[config.mk]
export PLATFORM = sky130hd
export DESIGN_NAME = exec_unit_mc
export DESIGN_NICKNAME = d
export VERILOG_FILES = /design/src/rtl/exec_unit_mc.sv
export SDC_FILE = /design/constraint.sdc
export NUM_CORES = 1
export LEC_CHECK = 0
export CAP_MARGIN = 20
export CORE_MARGIN = 4
export CORE_UTILIZATION = 40
export DETAILED_ROUTE_END_ITERATION = 12
export PLACE_DENSITY = 0.66
export SYNTH_ARGS = -nofsm -noshare
export SYNTH_HDL_FRONTEND = slang
export SYNTH_SLANG_ARGS = --single-unit
[constraint.sdc]
create_clock -name clk -period 6.3 [get_ports clk]
set_input_delay 1.575 -clock clk [delete_from_list [all_inputs] [get_ports clk]]
set_output_delay 1.575 -clock clk [all_outputs]
set_load 0.05 [all_outputs]
[src/rtl/exec_unit_mc.sv]
// exec_unit_mc: multicycle execute stage; ALU/shift/BEQ in 1 clk, MUL iterative.
// Define EXEC_DIV_EN to add restoring DIV/REM; otherwise ops 10/11 are illegal.
module exec_unit_mc #(
  parameter int W    = 32,
  parameter int RW   = 5,
  parameter int ITER = 32
) (
  input  logic          clk,
  input  logic          rst,
  input  logic          start,
  input  logic [3:0]    op,
  input  logic [W-1:0]  a,
  input  logic [W-1:0]  b,
  input  logic          comp_sig,
  input  logic [RW-1:0] rd_in,
  output logic          busy,
  output logic          done,
  output logic [W-1:0]  result,
  output logic [RW-1:0] rd_out,
  output logic          wr_en,
  output logic          br_taken,
  output logic          err
);

  localparam int CW = $clog2(ITER + 1);

  localparam logic [3:0] OP_ADD = 4'd0;
  localparam logic [3:0] OP_SUB = 4'd1;
  localparam logic [3:0] OP_AND = 4'd2;
  localparam logic [3:0] OP_OR  = 4'd3;
  localparam logic [3:0] OP_XOR = 4'd4;
  localparam logic [3:0] OP_SLT = 4'd5;
  localparam logic [3:0] OP_SLL = 4'd6;
  localparam logic [3:0] OP_SRL = 4'd7;
  localparam logic [3:0] OP_MUL = 4'd8;
  localparam logic [3:0] OP_BEQ = 4'd9;
`ifdef EXEC_DIV_EN
  localparam logic [3:0] OP_DIV = 4'd10;
  localparam logic [3:0] OP_REM = 4'd11;
`endif

  typedef enum logic [1:0] {
    S_IDLE,
    S_ITER,
    S_FIN
  } state_t;

  state_t        state_q, state_d;
  logic [CW-1:0] cnt_q, cnt_d;
  logic [W-1:0]  acc_q, acc_d;
  logic [W-1:0]  opa_q, opa_d;
  logic [W-1:0]  opb_q, opb_d;
  logic [3:0]    mop_q, mop_d;
  logic [RW-1:0] mrd_q, mrd_d;

  logic [W-1:0]  result_d;
  logic [RW-1:0] rd_out_d;
  logic          done_d, wr_en_d, err_d, br_d;

  logic [W-1:0]  sc_res;
  logic          sc_ill;
  logic          is_multi;
  logic [W-1:0]  it_acc, it_opa, it_opb, it_res;

  function automatic logic rd_ok(input logic [RW-1:0] r);
    return (r <= RW'(10)) || (r >= RW'(25));
  endfunction

  assign busy = (state_q != S_IDLE);

`ifdef EXEC_DIV_EN
  assign is_multi = (op == OP_MUL) || (op == OP_DIV) || (op == OP_REM);

  logic [W:0] div_sh, div_diff;
  assign div_sh   = {acc_q, opa_q[W-1]};
  assign div_diff = div_sh - {1'b0, opb_q};
`else
  assign is_multi = (op == OP_MUL);
`endif

  // single-cycle ALU; anything not decoded here is illegal on this path
  always_comb begin
    sc_res = '0;
    sc_ill = 1'b0;
    unique case (op)
      OP_ADD:  sc_res = a + b;
      OP_SUB:  sc_res = a - b;
      OP_AND:  sc_res = a & b;
      OP_OR:   sc_res = a | b;
      OP_XOR:  sc_res = a ^ b;
      OP_SLT:  sc_res = {{(W-1){1'b0}}, $signed(a) < $signed(b)};
      OP_SLL:  sc_res = a << b[4:0];
      OP_SRL:  sc_res = a >> b[4:0];
      OP_BEQ:  sc_res = '0;
      default: sc_ill = 1'b1;
    endcase
  end

  // one bit of shift-add multiply or restoring divide
  always_comb begin
    it_acc = acc_q;
    it_opa = opa_q;
    it_opb = opb_q;
    it_res = '0;
    if (mop_q == OP_MUL) begin
      if (opb_q[0]) it_acc = acc_q + opa_q;
      it_opa = opa_q << 1;
      it_opb = opb_q >> 1;
      it_res = it_acc;
    end
`ifdef EXEC_DIV_EN
    else begin
      if (!div_diff[W]) begin
        it_acc = div_diff[W-1:0];
        it_opa = {opa_q[W-2:0], 1'b1};
      end else begin
        it_acc = div_sh[W-1:0];
        it_opa = {opa_q[W-2:0], 1'b0};
      end
      it_res = (mop_q == OP_DIV) ? it_opa : it_acc;
    end
`endif
  end

  // next-state and registered-output logic
  always_comb begin
    state_d  = state_q;
    cnt_d    = cnt_q;
    acc_d    = acc_q;
    opa_d    = opa_q;
    opb_d    = opb_q;
    mop_d    = mop_q;
    mrd_d    = mrd_q;
    result_d = result;
    rd_out_d = rd_out;
    br_d     = br_taken;
    done_d   = 1'b0;
    wr_en_d  = 1'b0;
    err_d    = 1'b0;
    unique case (state_q)
      S_IDLE: begin
        if (start && is_multi) begin
          state_d = S_ITER;
          cnt_d   = '0;
          acc_d   = '0;
          opa_d   = a;
          opb_d   = b;
          mop_d   = op;
          mrd_d   = rd_in;
        end else if (start) begin
          done_d   = 1'b1;
          result_d = sc_res;
          rd_out_d = rd_in;
          err_d    = sc_ill | ~rd_ok(rd_in);
          br_d     = (op == OP_BEQ) & comp_sig;
          wr_en_d  = ~err_d & (op != OP_BEQ);
        end
      end
      S_ITER: begin
        acc_d = it_acc;
        opa_d = it_opa;
        opb_d = it_opb;
        cnt_d = cnt_q + CW'(1);
        if (cnt_q == CW'(ITER - 1)) begin
          state_d  = S_FIN;
          done_d   = 1'b1;
          result_d = it_res;
          rd_out_d = mrd_q;
          err_d    = ~rd_ok(mrd_q);
          br_d     = 1'b0;
          wr_en_d  = ~err_d;
        end
      end
      S_FIN:   state_d = S_IDLE;
      default: state_d = S_IDLE;
    endcase
  end

  // state and output registers; reset aborts any iteration in flight
  always_ff @(posedge clk or negedge rst) begin
    if (!rst) begin
      state_q  <= S_IDLE;
      cnt_q    <= '0;
      acc_q    <= '0;
      opa_q    <= '0;
      opb_q    <= '0;
      mop_q    <= '0;
      mrd_q    <= '0;
      result   <= '0;
      rd_out   <= '0;
      done     <= 1'b0;
      wr_en    <= 1'b0;
      err      <= 1'b0;
      br_taken <= 1'b0;
    end else begin
      state_q  <= state_d;
      cnt_q    <= cnt_d;
      acc_q    <= acc_d;
      opa_q    <= opa_d;
      opb_q    <= opb_d;
      mop_q    <= mop_d;
      mrd_q    <= mrd_d;
      result   <= result_d;
      rd_out   <= rd_out_d;
      done     <= done_d;
      wr_en    <= wr_en_d;
      err      <= err_d;
      br_taken <= br_d;
    end
  end

endmodule

### Congestion heat map

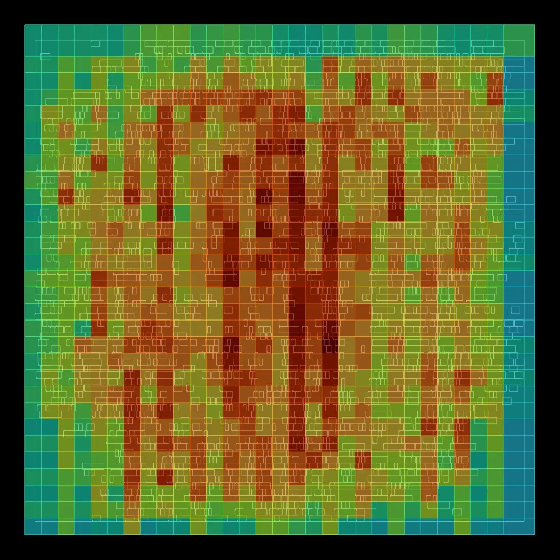
GRT met1 Usage: 0.444
core occupancy in the finished layout: 0.464
met2 Resource Use GR: 0.483

### Cells coloured by class

Scale bar: 50 um. Fill, decap, tap and diode cells in grey.
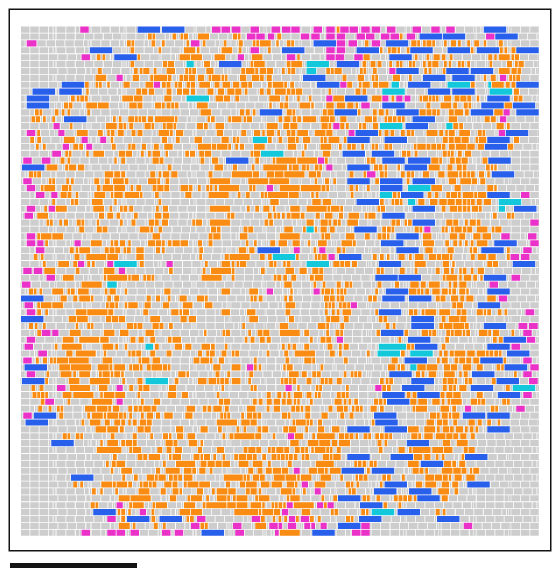
Blue stands for registers, cells 154, share of their area 21%. Cyan stands for clock drivers and dummy loads, cells 31, share of their area 3.1%. Orange stands for remaining logic cells, cells 1885, share of their area 67%. Magenta stands for remaining buffers and delay cells, cells 178, share of their area 8.8%.
Core Box Area: 41200 um2
row count: 74
final std cell area, no fill: 19100 um2
flop share of the area: 0.202

==> notes.md <==
Item: results of the latest flow run.

- After its last routability iteration, the placer logged a weighted congestion of 1.03.
- The launch instance of the worst register-to-register path is acc_q[0]$_DFFE_PN0P_.
- The number of global-route vias before repair is 16772.
- The simple-gate portion of the synthesized area is 0.182.
- The max-slew violation count is 0.
- The portion of synthesized cell area occupied by the leading cell type is 0.229.
- The worst path arrival time is 5850 ps.
- The routed wirelength on the met1 layer is recorded as 31.3 mm.
- The top cell family by delay on the critical path is AND-OR/OR-AND gates.
- The first detailed-routing pass ran for 6 iterations.
- The maximum clock frequency is 0.182 GHz.
- The via count normalized by instance count is 6.39.
- The number of setup buffers added after CTS is 0.
- The number of warnings reported in the stage logs is roughly 110.
- The number of synthesized flops with an enable pin is 0.
- The floorplan net count is about 2400.
- The maximum clock insertion buffer count is 2.
- The CTS buffer count is 17.
- In this run, the number of DRC markers left after iteration 0 of detailed routing was 2185.
- The final cycle utilization of the critical path is 0.873.
- Buffers placed on the I/O ports in this run total 118.
- The area figure in the yosys stat output is about 17000 um2.
- Detailed placement ended at an HPWL of 56.0 mm.
- The worst hold path passes through 2 cells.
- The netlist area before placement is around 17000 um2.
- Once detail routing completed, the nets flagged for antenna violations numbered 0.
- The run finished with clean final reports.
- The routed wire length on met3 is 6.57 mm.
- In the layout the commonest cells are 272 x nor2_1, 243 x nand2_1, 227 x a21oi_1.
- The registers of the reported paths see a clock transition of 70 ps.
- The post-CTS hold buffer count recorded in the log is 0.
- Hold timing on the final database bottoms out at a slack of around 500 ps.
- The final layout reports a setup TNS of 0 ps.
- The total clock sinks is 154.
- The most numerous cell type found on the critical path is o21ai_1.
- Of the total synthesized cell area, the portion taken by XOR and XNOR cells is 0.0156.
- The post-detailed-route DRC marker count is 0.
- The worst setup path is launched from an input port.
- Per Yosys stat, the portion of area used by sequential elements is 0.229.
- The synth_stat.txt file lists the number of cells as 2184.
- Once the clock tree was built, the resizer swapped 0 gates to a different size.
- The relative slew slack is 0.229.
- The clock tree root buffer cell is clkbuf_16.
- The critical path in this run is classified as in2reg.
- The fraction of layout instances using a drive strength above 1 is 0.0810.
- The static leakage power is 8.55 nW.
- The highest routed metal layer is met4.
- The global route stage reports its total congestion overflow as 0.
- Per the power-grid run, VDD falls by no more than 0.204 mV.
- The post-synthesis share of cell area spent on full adders, half adders and majority gates is 0.112.
- The cell type that accounts for the most area after synthesis is dfrtp_1.
- For this run, asynchronously set or reset flops after synthesis account for 1.00.
- The maximum fanout along the worst path is 12.
- Entering global routing, the biggest net connects 85 pins.
- Each instance of the synthesized netlist takes up on average slightly below 8 um2.
- The net count of the finished layout is 2462.
- The portion of synthesized area spent on multiplexers is 0.0943.
- The horizontal extent of the die is 213 um.
- The final timing report lists clock skew as 12.2 ps.
- After floorplanning, the die was sized to cover 45400 um2.
- The number of storage elements in the synthesis netlist is approximately 150.
- The end-of-flow timing check tallies setup violations at 0.
- The dominant synthesized flop cell is dfrtp_1.
- The destination of the worst register-to-register timing path is result[20]$_DFFE_PN0P_.
- The worst setup path is captured at a flop.
- The first global-routing pass estimated 108 mm of wire.
- Wire segments on met2 add up to 32.0 mm in the final route.
- The worst path in the final design needs a cycle of 5500 ps, including I/O delays and setup.
- The die is 213 um tall.
- The clock insertion delay at the later pin of the skew report is roughly 480 ps.
- The via count of the routed design is 17775.
- The critical path goes through clkdlybuf4s50_1, inv_1, ha_1, or4_1, a311oi_1, o21ai_1, o311ai_2, a21boi_0, and2_1, o32a_1, a2111oi_2, o21ai_1.
- For reference, the top cells by area after synthesis are dfrtp_1 23%, ha_1 11%, a21oi_1 6.8%, nor2_1 6.1%, o21ai_0 5.5%.
- The largest individual stage delay along the critical path comes from the cell clkdlybuf4s50_1.
- The synthesis log from Yosys contains 0 warnings.
- The buffer-and-inverter tally for the worst setup path is 2.
- Setup repair after global routing left no endpoint under its margin.
- The placed standard-cell area is 18500 um2.
- 0 antenna diodes ended up in the layout.
- The CTS tree is yes.
- The worst hold path belongs to the class reg2reg.
- The report puts the cell count of the worst reg-to-reg path at 12.
- The H-tree generated during clock tree synthesis spans 4 levels.
- The reported max-cap violation count is 0.
- The capture endpoint of the worst hold path is opb_q[26]$_DFFE_PN0P_.
- The power density over cell area is between 200 and 300 nW/um2.
- The count of final hold-check violations is 0.
- The I/O pin count is approximately 120.
- The cell-mix breakdown from Yosys lists the compound-gate area share as 0.305.
- The transition time recorded at the tightest slew-check pin is 1140 ps.
- The library cell used most frequently in the layout, excluding fill and tap cells, is nor2_1.
- The count of mapped cells out of synthesis is around 2200.
- The count of different cell masters after synthesis is between 90 and 100.
- For this sky-water flow run, the detailed-routed wirelength per cell is reported as between 20 and 30 um.
- The area growth from synthesis to final layout is 13.5%.
- In this design, the stage delay of the slowest critical-path cell is approximately 720 ps.
- The design draws 5.24 mW.
- The setup slack of the worst register-to-register path is about 2900 ps.
- By area, the combinational part of the netlist is dominated by AND-OR/OR-AND gates.
- The initial antenna violation count is 0.
- The source of the worst hold timing path is opb_q[26]$_DFFE_PN0P_.
- Data on the critical path is required at its endpoint by 6650 ps.
### Placement density heat map

The die is cut into 21 by 21 equal tiles; black is low, pale yellow is high, 0 to 100% covered.
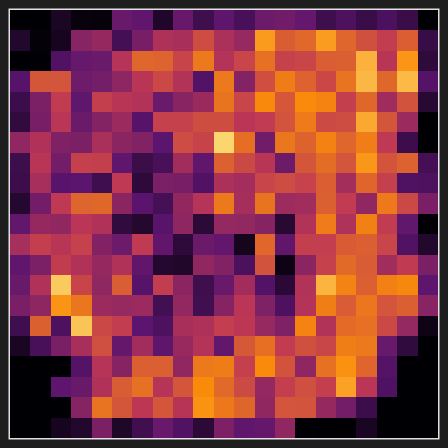
The fullest tile reaches 91%. 7.7% of the tiles are nearly empty. 3.6% of the tiles are over 75% full.
fraction of the core area occupied by cells at floorplan: 0.408

### Signal wires by layer

Scale bar: 50 um. Two of the layers only.
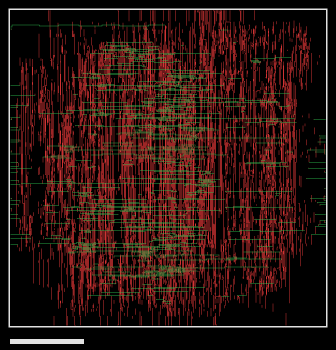
Green stands for M3, wire length 6580 um. Red stands for M2, wire length 32.0 mm.
total detailed-routing wirelength: 72.4 mm
total global routing track utilization: 0.315

-- power breakdown --
group	internal (mW)	switching, mW	total, mW	leakage [nW]
Combinational	0.990	1.69	2.68	6.28
Clock	0.564	0.496	1.06	0.273
Sequential	1.26	0.236	1.50	2.00
-- final cells by class --
| type | count | area (um2) |
|---|---|---|
| fillers | 4187 | 22100 |
| multi-input cells | 1775 | 12000 |
| flip-flops and latches | 154 | 3850 |
| repair buffers | 178 | 1620 |
| well taps | 532 | 666 |
| clock buffers | 19 | 443 |
| inverters | 110 | 413 |
| clock inverters | 12 | 135 |
-- cell families (layout without fill, tap and decap cells) --
family / after synthesis / in the layout
DFF: 154 / 154
buffers and inverters: 255 / 319
and+or+nand+nor: 698 / 698
muxes: 104 / 104
xor gates and xnor gates: 30 / 30
adders and majority gates: 149 / 149
AOI/OAI and AO/OA: 794 / 794
-- worst min-delay path: stages, from the launching register on --
cell     delay, ps
dfrtp_1        340
nand2_1         40
o21ai_0         60
-- layer usage --
metal / vias to the layer above / global-route usage
li1: 8097 / -
met1: 8619 / 0.444
met2: 911 / 0.483
met3: 148 / 0.0622
met4: 0 / 0.106
met5: - / 0
-- how the worst max path moves through the flow --
| stage | cells after the start | slack [ps] | startpoint | endpoint |
|---|---|---|---|---|
| floorplan | 15 | 1180 | b[2] | result[30]$_DFFE_PN0P_ |
| global placement | 12 | 510 | a[10] | result[23]$_DFFE_PN0P_ |
| detailed placement | 12 | 380 | a[10] | result[23]$_DFFE_PN0P_ |
| CTS | 12 | 890 | a[10] | result[23]$_DFFE_PN0P_ |
| global route | 12 | 560 | a[9] | result[23]$_DFFE_PN0P_ |
| finish | 12 | 800 | a[9] | result[23]$_DFFE_PN0P_ |
-- synthesized netlist by cell type, drive strengths merged, types with 34 or more instances --
cell	instances
a21oi	228
buf	45
a211oi	38
inv	109
ha	146
a31oi	34
mux4	42
clkbuf	100
a21o	59
nand2	243
nor2	274
o22ai	34
mux2i	52
o21ai	197
dfrtp	154
-- flip-flops by register name, summed over array words and instances, names as in the netlist --
register / cells
br_taken: 1
mop_q: 4
done: 1
acc_q: 32
opa_q: 32
wr_en: 1
mrd_q: 5
opb_q: 32
result: 32
err: 1
rd_out: 5
cnt_q: 6
state_q: 2
-- metrics by stage --
stage	setup slack (ps)	cells
floorplan	1180	2184
global placement	514	2749
detailed placement	382	2749
CTS	892	2780
global route	556	2780
finish	798	2780
Power figures rest on the tool's default switching activity, not on a simulated workload.
